## config.mk

```make
export PLATFORM = sky130hd
export DESIGN_NAME = axis_burst_packetizer
export DESIGN_NICKNAME = d
export VERILOG_FILES = /design/src/rtl/axis_burst_packetizer.sv
export SDC_FILE = /design/constraint.sdc
export NUM_CORES = 1
export LEC_CHECK = 0
export ABC_AREA = 1
export CAP_MARGIN = 20
export CORE_MARGIN = 5
export CORE_UTILIZATION = 40
export CTS_BUF_LIST = sky130_fd_sc_hd__clkbuf_8
export DETAILED_ROUTE_END_ITERATION = 16
export GPL_TIMING_DRIVEN = 1
export PLACE_DENSITY = 0.64
export RECOVER_POWER = 50
export SLEW_MARGIN = 20
export SYNTH_ARGS = -nofsm -noshare
export SYNTH_HDL_FRONTEND = slang
export SYNTH_SLANG_ARGS = --single-unit
export TNS_END_PERCENT = 50
```

## constraint.sdc

```tcl
create_clock -name aclk -period 4.7 [get_ports aclk]
set_input_delay 1.175 -clock aclk [delete_from_list [all_inputs] [get_ports aclk]]
set_output_delay 1.175 -clock aclk [all_outputs]
set_load 0.05 [all_outputs]
```

## src/rtl/axis_burst_packetizer.sv

```systemverilog
// Packetizer feeding the DDR3-backed AXI-stream virtual FIFO.
// Words arriving on a write/full interface are buffered in a small circular
// FIFO and emitted as AXI-stream packets of up to BURST_WORDS beats. Each
// packet carries a tdest chosen from the channels the vfifo is not reporting
// as full. Partial packets leave on a flush request or after an idle timeout.
module axis_burst_packetizer #(
    parameter int DATA_WIDTH     = 32,
    parameter int BURST_WORDS    = 16,
    parameter int DEPTH_LOG2     = 5,
    parameter int FLUSH_TIMEOUT  = 64,
    parameter int ALTERNATE_DEST = 1
) (
    input  logic                  aclk,
    input  logic                  aresetn,
    input  logic                  write,
    input  logic [DATA_WIDTH-1:0] data_in,
    output logic                  full,
    input  logic                  flush,
    input  logic [1:0]            dest_full,
    output logic                  m_axis_tvalid,
    input  logic                  m_axis_tready,
    output logic [DATA_WIDTH-1:0] m_axis_tdata,
    output logic                  m_axis_tlast,
    output logic                  m_axis_tdest,
    output logic [DEPTH_LOG2:0]   fill_level,
    output logic                  overflow_err,
    input  logic                  clear_err
);

    localparam int DEPTH = 2 ** DEPTH_LOG2;
    localparam int PW    = DEPTH_LOG2 + 1;
    localparam int LW    = $clog2(BURST_WORDS + 1);
    localparam int TW    = (FLUSH_TIMEOUT > 0) ? $clog2(FLUSH_TIMEOUT + 1) : 1;

    localparam logic [PW-1:0] DEPTH_P = PW'(DEPTH);
    localparam logic [PW-1:0] BURST_P = PW'(BURST_WORDS);
    localparam logic [LW-1:0] BURST_L = LW'(BURST_WORDS);
    localparam logic [TW-1:0] TMO_MAX = TW'(FLUSH_TIMEOUT);

    localparam logic [0:0] ST_IDLE = 1'b0;
    localparam logic [0:0] ST_SEND = 1'b1;

    logic [DATA_WIDTH-1:0] mem [DEPTH];

    logic [0:0]    state_q, state_d;
    logic [PW-1:0] wr_ptr_q, wr_ptr_d;
    logic [PW-1:0] rd_ptr_q, rd_ptr_d;
    logic          cur_ch_q, cur_ch_d;
    logic          tdest_q, tdest_d;
    logic [LW-1:0] pkt_len_q, pkt_len_d;
    logic [LW-1:0] beat_cnt_q, beat_cnt_d;
    logic [TW-1:0] tmo_q, tmo_d;
    logic          flush_pend_q, flush_pend_d;
    logic          ovf_q, ovf_d;

    logic [PW-1:0] fill;
    logic          full_w;
    logic          wr_acc;
    logic          wr_ovf;
    logic          in_send;
    logic          hs;
    logic          last_beat;
    logic          blocked;
    logic          chosen_ch;
    logic          tmo_hit;
    logic          partial;
    logic          want_start;
    logic          start;

    assign fill      = wr_ptr_q - rd_ptr_q;
    assign full_w    = (fill == DEPTH_P);
    assign wr_acc    = write & ~full_w;
    assign wr_ovf    = write & full_w;
    assign in_send   = (state_q == ST_SEND);
    assign hs        = in_send & m_axis_tready;
    assign last_beat = (beat_cnt_q == (pkt_len_q - LW'(1)));

    // Prefer the current channel; fall back to the other one; stall if both full.
    assign blocked   = &dest_full;
    assign chosen_ch = dest_full[cur_ch_q] ? ~cur_ch_q : cur_ch_q;

    assign tmo_hit    = (FLUSH_TIMEOUT != 0) && (tmo_q == TMO_MAX);
    assign partial    = (fill != '0) && (fill < BURST_P);
    assign want_start = (fill >= BURST_P) || ((fill != '0) && (flush_pend_q || tmo_hit));
    assign start      = (state_q == ST_IDLE) && want_start && !blocked;

    // Next-state logic for pointers, error flag, timeout and packet FSM.
    always_comb begin
        state_d      = state_q;
        wr_ptr_d     = wr_ptr_q + PW'(wr_acc);
        rd_ptr_d     = rd_ptr_q + PW'(hs);
        cur_ch_d     = cur_ch_q;
        tdest_d      = tdest_q;
        pkt_len_d    = pkt_len_q;
        beat_cnt_d   = beat_cnt_q;
        tmo_d        = tmo_q;
        flush_pend_d = flush_pend_q;
        ovf_d        = ovf_q;

        // A same-cycle overflow beats the clear request.
        if (wr_ovf) begin
            ovf_d = 1'b1;
        end else if (clear_err) begin
            ovf_d = 1'b0;
        end

        if (start) begin
            flush_pend_d = 1'b0;
        end else if (flush) begin
            flush_pend_d = 1'b1;
        end

        // Idle timer only runs while a partial packet waits in IDLE; it holds
        // while both channels are blocked so the wait does not count as idle.
        if (FLUSH_TIMEOUT == 0 || start) begin
            tmo_d = '0;
        end else if ((state_q == ST_IDLE) && partial) begin
            if (!blocked && !tmo_hit) begin
                tmo_d = tmo_q + TW'(1);
            end
        end else begin
            tmo_d = '0;
        end

        case (state_q)
            ST_IDLE: begin
                if (start) begin
                    state_d    = ST_SEND;
                    pkt_len_d  = (fill >= BURST_P) ? BURST_L : LW'(fill);
                    tdest_d    = chosen_ch;
                    beat_cnt_d = '0;
                end
            end
            default: begin
                if (hs) begin
                    beat_cnt_d = beat_cnt_q + LW'(1);
                    if (last_beat) begin
                        state_d = ST_IDLE;
                        if (ALTERNATE_DEST != 0) begin
                            cur_ch_d = ~tdest_q;
                        end
                    end
                end
            end
        endcase
    end

    // Control state registers with asynchronous active-low reset.
    always_ff @(posedge aclk or negedge aresetn) begin
        if (!aresetn) begin
            state_q      <= ST_IDLE;
            wr_ptr_q     <= '0;
            rd_ptr_q     <= '0;
            cur_ch_q     <= 1'b0;
            tdest_q      <= 1'b0;
            pkt_len_q    <= '0;
            beat_cnt_q   <= '0;
            tmo_q        <= '0;
            flush_pend_q <= 1'b0;
            ovf_q        <= 1'b0;
        end else begin
            state_q      <= state_d;
            wr_ptr_q     <= wr_ptr_d;
            rd_ptr_q     <= rd_ptr_d;
            cur_ch_q     <= cur_ch_d;
            tdest_q      <= tdest_d;
            pkt_len_q    <= pkt_len_d;
            beat_cnt_q   <= beat_cnt_d;
            tmo_q        <= tmo_d;
            flush_pend_q <= flush_pend_d;
            ovf_q        <= ovf_d;
        end
    end

    // Buffer storage; no reset so it maps onto plain RAM.
    always_ff @(posedge aclk) begin
        if (wr_acc) begin
            mem[wr_ptr_q[DEPTH_LOG2-1:0]] <= data_in;
        end
    end

    // Head of the buffer is presented directly (first-word-fall-through);
    // stream outputs are forced low outside SEND so reset leaves them at 0.
    assign m_axis_tvalid = in_send;
    assign m_axis_tdata  = in_send ? mem[rd_ptr_q[DEPTH_LOG2-1:0]] : '0;
    assign m_axis_tlast  = in_send & last_beat;
    assign m_axis_tdest  = in_send & tdest_q;
    assign fill_level    = fill;
    assign full          = full_w;
    assign overflow_err  = ovf_q;

endmodule

```

run_1/power_grid.png
Bar = 100 um. Pins as bars on the die edge. Tap cells in gray.
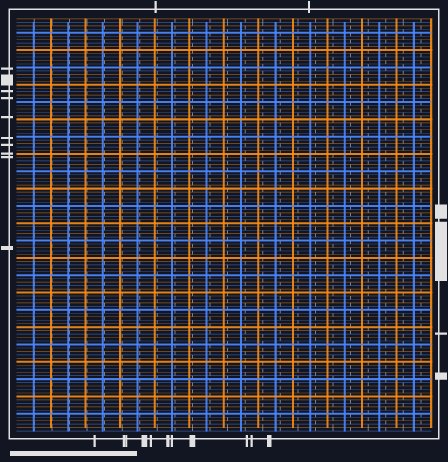
VSS -> blue
VDD -> orange
met5 straps = 23
met1 rails = 120
rows = 119

run_1/placement_by_type.png
Bar = 100 um.
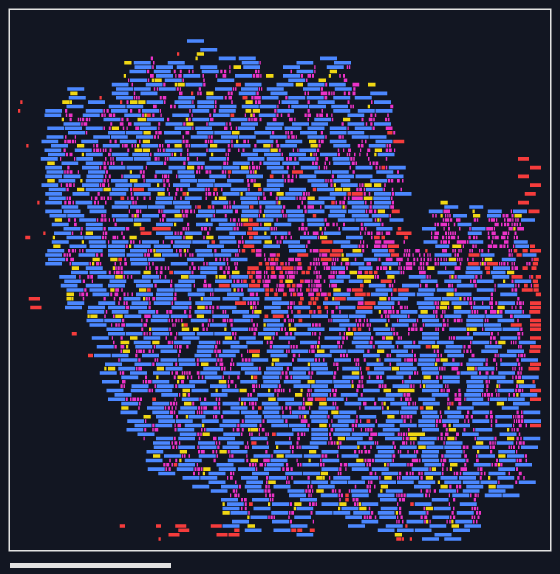
combinational and other logic -> magenta  # cells 2069
remaining buffers and delay cells -> red  # cells 217
clock drivers and dummy loads -> yellow  # cells 309
sequential cells -> blue  # cells 1058

==> reports/metrics.yaml, run 1 <==
status:
  status: "finished, violations left"
  violations: "max-capacitance violations, max-slew violations"
detailed_routing:
  postRouteAntennaNets: 0
  wire_per_inst_um: 24.0
  met2_length_um: 55800
  routed-wl-met3_um: 12200
  drt-met1-wl_um: 49500
global_route:
  grt_max_degree: 188
  use_met3_pct: 6.05
  grt_pass1_wl_um: 176000
place:
  dpl.hpwl_um: 65200
  port_buffers: 82
final_layout:
  final_nets: 3573
  drive_above_1_share_pct: 12.4
  layoutNonFillerInstCount: 5051
yosys:
  yosysWarningCount: 0
  yosys.area.top_type_share_pct: 72.3
  ys.flops: 1058
  synth_cells: 3346
  area_leaders: "edfxtp_1 (72%), nor2_1 (6.5%), o21ai_0 (5.4%)"
final_timing:
  worst_pin_slew_ns: 1.93
  setup_ws_ns: 0.104
  report.final.slew_viol_count: 35
  hold_viol_final: 0
worst_hold_path:
  worstHoldStart: "cur_ch_q$_DFFE_PN0P_"
  min_path_cells: 2
cts:
  clock_path_buffers: 3
  cts.clk_slew.worst_paths_ns: 0.06
  clkSinkCount: 1058
  postCtsSetupRepairBufs: 3
  cts_hold_buf: 0
  insertion_delay_ns: 0.86
  cts_buffers: 173
  cts_tree: "yes"
setup_path:
  crit_slowest_cell: "dfrtp_4"
  r2r_slack_ns: 1.03
  start_kind: "register"
  path_cells: "buf_16 -> o21ai_0 -> o211ai_1 -> o211ai_1 -> nand2_1 -> nand2_1 -> nor2_1 -> buf_12"
  cp.arrival_ns: 3.42
  critical_path_required_ns: 3.52
floorplanning:
  dieArea_mm2: 0.113
  dieWidth_um: 336
  core_mm2: 0.105
run:
  drv_cap: 2
  warnings: 38
run_1/clk_routes.png
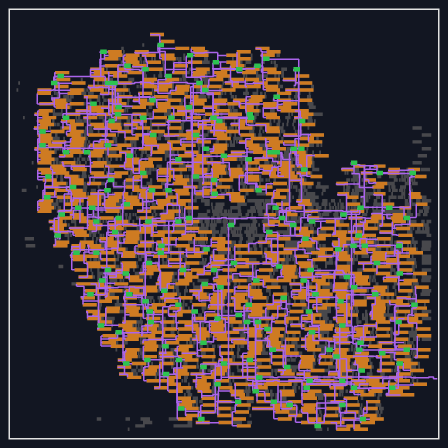
clock wires -> purple  # length 12800 um
flip-flops -> orange  # count 1058
clock drivers -> green  # count 173
flops lie = all over the die
routed clock nets = 174

run_1/wires.png
Bar = 100 um. Only two layers are drawn.
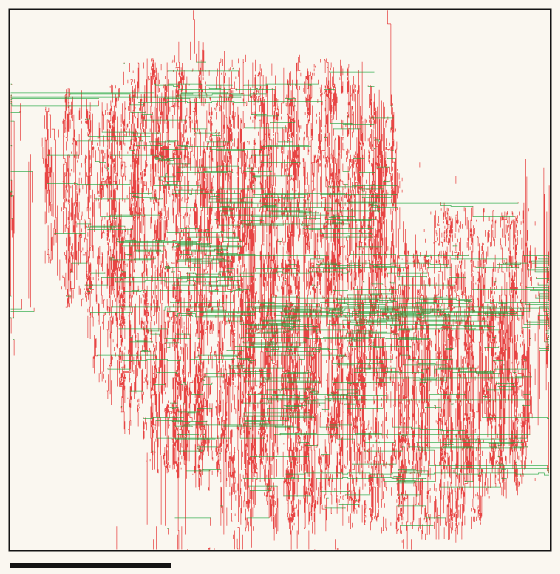
metal 2 -> red  # wire length 55.8 mm
metal 3 -> green  # wire length 12200 um

[run 1: where the power goes]
part | internal, mW | switching, mW
combinational | 4.69 | 9.62
sequential | 11.0 | 0.324
clock | 3.65 | 3.65
[run 1: stage by stage]
stage / area (um^2) / setup TNS, ns / power, mW / utilization (%)
2_1_floorplan: 42500 / 0 / 19.8 / -
3_3_place_gp: 45900 / 0 / 25.4 / 43.6
3_5_place_dp: 45900 / 0 / 25.6 / 43.6
4_1_cts: 49100 / 0 / 33.0 / 46.6
5_1_grt: 49100 / -0.0718 / 34.7 / 46.6
6_report: 49100 / 0 / 33.0 / 46.6
[run 1: kinds of logic (layout without fill, tap and decap cells)]
kind of cell / count (synthesis) / after routing / share of synthesized area (%)
AOI/OAI and AO/OA: 792 / 792 / 10.5
buffers and inverters: 265 / 572 / 3.12
adders and majority gates: 14 / 14 / 0.429
other: 0 / 7 / 0
DFF: 1058 / 1058 / 74.3
xor gates and xnor gates: 26 / 26 / 0.535
and+or+nand+nor: 1191 / 1191 / 11.1
[run 1: layout make-up]
class | instances | area (um^2)
timing repair buffer | 217 | 2550
timing repair inverter | 1 | 8.76
tap | 1391 | 1740
multi-input combinational | 2023 | 9890
inverter | 45 | 196
fill | 9324 | 56300
sequential | 1058 | 31600
clock buffer | 175 | 2410
clock inverter | 134 | 712
antenna | 7 | 17.5
[run 1: worst max-delay path: cells and delay by family, from the launching register on]
family	cells	cell delay, ns
buffers and inverters	2	0.68
and+or+nand+nor	3	0.51
AOI/OAI and AO/OA	3	0.59
DFF	1	0.53
[run 1: registers in the layout, summed over array words and instances, names as in the netlist]
register,cells
mem,1024
tmo_q,7
rd_ptr_q,6
wr_ptr_q,6
beat_cnt_q,5
pkt_len_q,5
cur_ch_q,1
flush_pend_q,1
m_axis_tvalid,1
overflow_err,1
tdest_q,1
==> run 2, diff against run 1 <==
--- a/config.mk
+++ b/config.mk
@@ -14,6 +14,7 @@
 export GPL_TIMING_DRIVEN = 1
 export PLACE_DENSITY = 0.64
 export RECOVER_POWER = 50
+export SKIP_LAST_GASP = 1
 export SLEW_MARGIN = 20
 export SYNTH_ARGS = -nofsm -noshare
 export SYNTH_HDL_FRONTEND = slang
run_2/placement.png
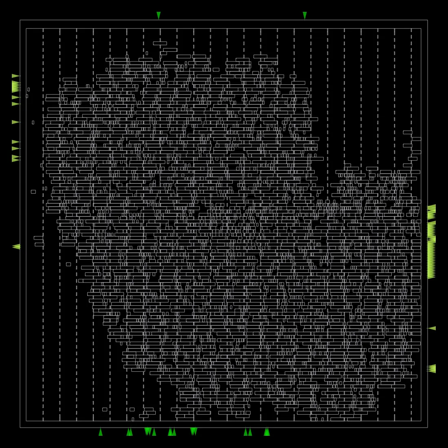
Core Area: 0.105 mm^2
Layout Cells excl Fill: 5053
flop count: 1058

==> run 2 against run 1 <==
Utilization hardly changed. Design area about the same. Global-route usage stayed put. Non-clock buffer count did not move. Clock skew shrank 0.0053 ns. Clock power hardly changed. Setup slack lost 0.052 ns. Synthesized cell count did not move. Critical endpoint is now m_axis_tdata[0]. Routed wire length is essentially flat. Flip-flop count stayed put. Worst hold slack gained 0.0049 ns. Critical path depth unchanged. Highest routed layer unchanged. The run still ends with max-capacitance violations, max-slew violations left.
==> reports/metrics.yaml, run 2 <==
final_layout:
  fin_util_pct: 46.6
  final_nets: 3573
  drive_above_1_share_pct: 12.3
  largest_register_ffs: 1024
  num-fill-cells: 9321
  lay_top_count: "edfxtp_1"
  final_area_mm2: 0.0491
cts:
  cts_buffers: 173
  clkSinkCount: 1058
  cts_tree: "yes"
  clock_path_buffers: 3
  insertion_delay_ns: 0.86
  cts_hold_buf: 0
  cts.clk_slew.worst_paths_ns: 0.06
status:
  violations: "max-capacitance violations, max-slew violations"
  status: "finished, violations left"
yosys:
  mux_share_pct: 0
  syn_area_mm2: 0.0425
  ys_sh_xor_pct: 0.535
  simple_gate_share_pct: 11.1
  area_leaders: "edfxtp_1 (72%), nor2_1 (6.5%), o21ai_0 (5.4%)"
  ys_area_mm2: 0.0425
  yosysWarningCount: 0
  synthDistinctLibCells: 34
  fa_ha_area_share_pct: 0.429
  ys.flops: 1058
  synth_cells: 3346
  logic_family: "simple AND/OR/NAND/NOR gates"
  ys_sh_aoi_pct: 10.5
  yosys.area.top_type_share_pct: 72.3
  ff_type: "edfxtp_1"
setup_path:
  crit_buf_inv: 2
  r2r_slack_ns: 1.01
  path_cells: "buf_16 -> o21ai_0 -> o22ai_1 -> nand2_1 -> nand3_1 -> nor2_1 -> nor2_1 -> buf_12"
  start_kind: "register"
  cp.arrival_ns: 3.47
  cp_num_cells: 8
  r2r-end: "wr_ptr_q[4]$_DFF_PN0_"
  cp_top_family: "simple AND/OR/NAND/NOR gates"
  crit_slowest_cell: "dfrtp_4"
  critical_path_required_ns: 3.52
floorplanning:
  dieArea_mm2: 0.113
  dieWidth_um: 336
final_timing:
  worst_pin_slew_ns: 1.93
  rsz0062_at_grt: "yes"
  setup_ws_ns: 0.0526
  max_freq_mhz: 215
  report.final.slew_viol_count: 35
  hold_viol_final: 0
place:
  port_buffers: 82
  dpl.hpwl_um: 65200
  place_area_mm2: 0.0459
worst_hold_path:
  min_path_cells: 2
  worstHoldStart: "cur_ch_q$_DFFE_PN0P_"
global_route:
  grt_max_degree: 188
  grt_pass1_wl_um: 176000
  grt_use_met2_pct: 32.4
  use_met3_pct: 6.05
  busiest_layer: "met2"
run:
  drv_cap: 2
  warnings: 39
power:
  p_total_mw: 32.9
  p_per_area_mw_per_mm2: 671
detailed_routing:
  wire_per_inst_um: 23.9
  postRouteAntennaNets: 0
[run 2: logic make-up (layout without fill, tap and decap cells)]
group,Yosys count,count (layout)
AND/OR/NAND/NOR,1191,1191
other,0,9
adder cells (fa/ha/maj),14,14
AND-OR/OR-AND,792,792
flip-flops,1058,1058
buffers and inverters,265,572
XOR/XNOR,26,26
[run 2: tightest hold or removal path: stages (launching register included)]
cell	delay (ns)
dfrtp_1	0.35
nand2_1	0.05
o21ai_0	0.06
[run 2: power breakdown]
group	switching, mW	total [mW]	leakage (nW)	internal [mW]
sequential	0.325	11.4	9.65	11.0
combinational	9.61	14.3	5.00	4.68
clock	3.65	7.30	1.84	3.65
[run 2: metrics by stage]
step                setup TNS (ns)  std cells
floorplan                        0       3346
global placement                 0       4724
detailed placement               0       4724
CTS                        -0.0310       5038
global route                -0.375       5047
finish                           0       5053
[run 2: cell type report]
class,count,area [um^2],area share [%]
Sequential cell,1058,31600,64.4
Multi-Input combinational cell,2023,9880,20.1
Timing Repair Buffer,217,2540,5.18
Clock buffer,175,2410,4.90
Tap cell,1391,1740,3.54
Clock inverter,134,712,1.45
Inverter,45,195,0.397
Antenna cell,9,22.5,0.0458
Timing Repair inverter,1,8.76,0.0178
[run 2: repair_timing]
item,4_1_cts,5_1_grt
cloned,2,0
setup endpoints to repair,24,23
setup buffers,3,6
gates resized,5,6
pin swaps,1,0
[run 2: metal layers]
layer	up-vias	share of wire, %
met1	13700	41
met2	1295	46
li1	12600	-
met4	2	3.2
met3	254	9.9
met5	-	0.013
Power is estimated from default activity; no workload was simulated.
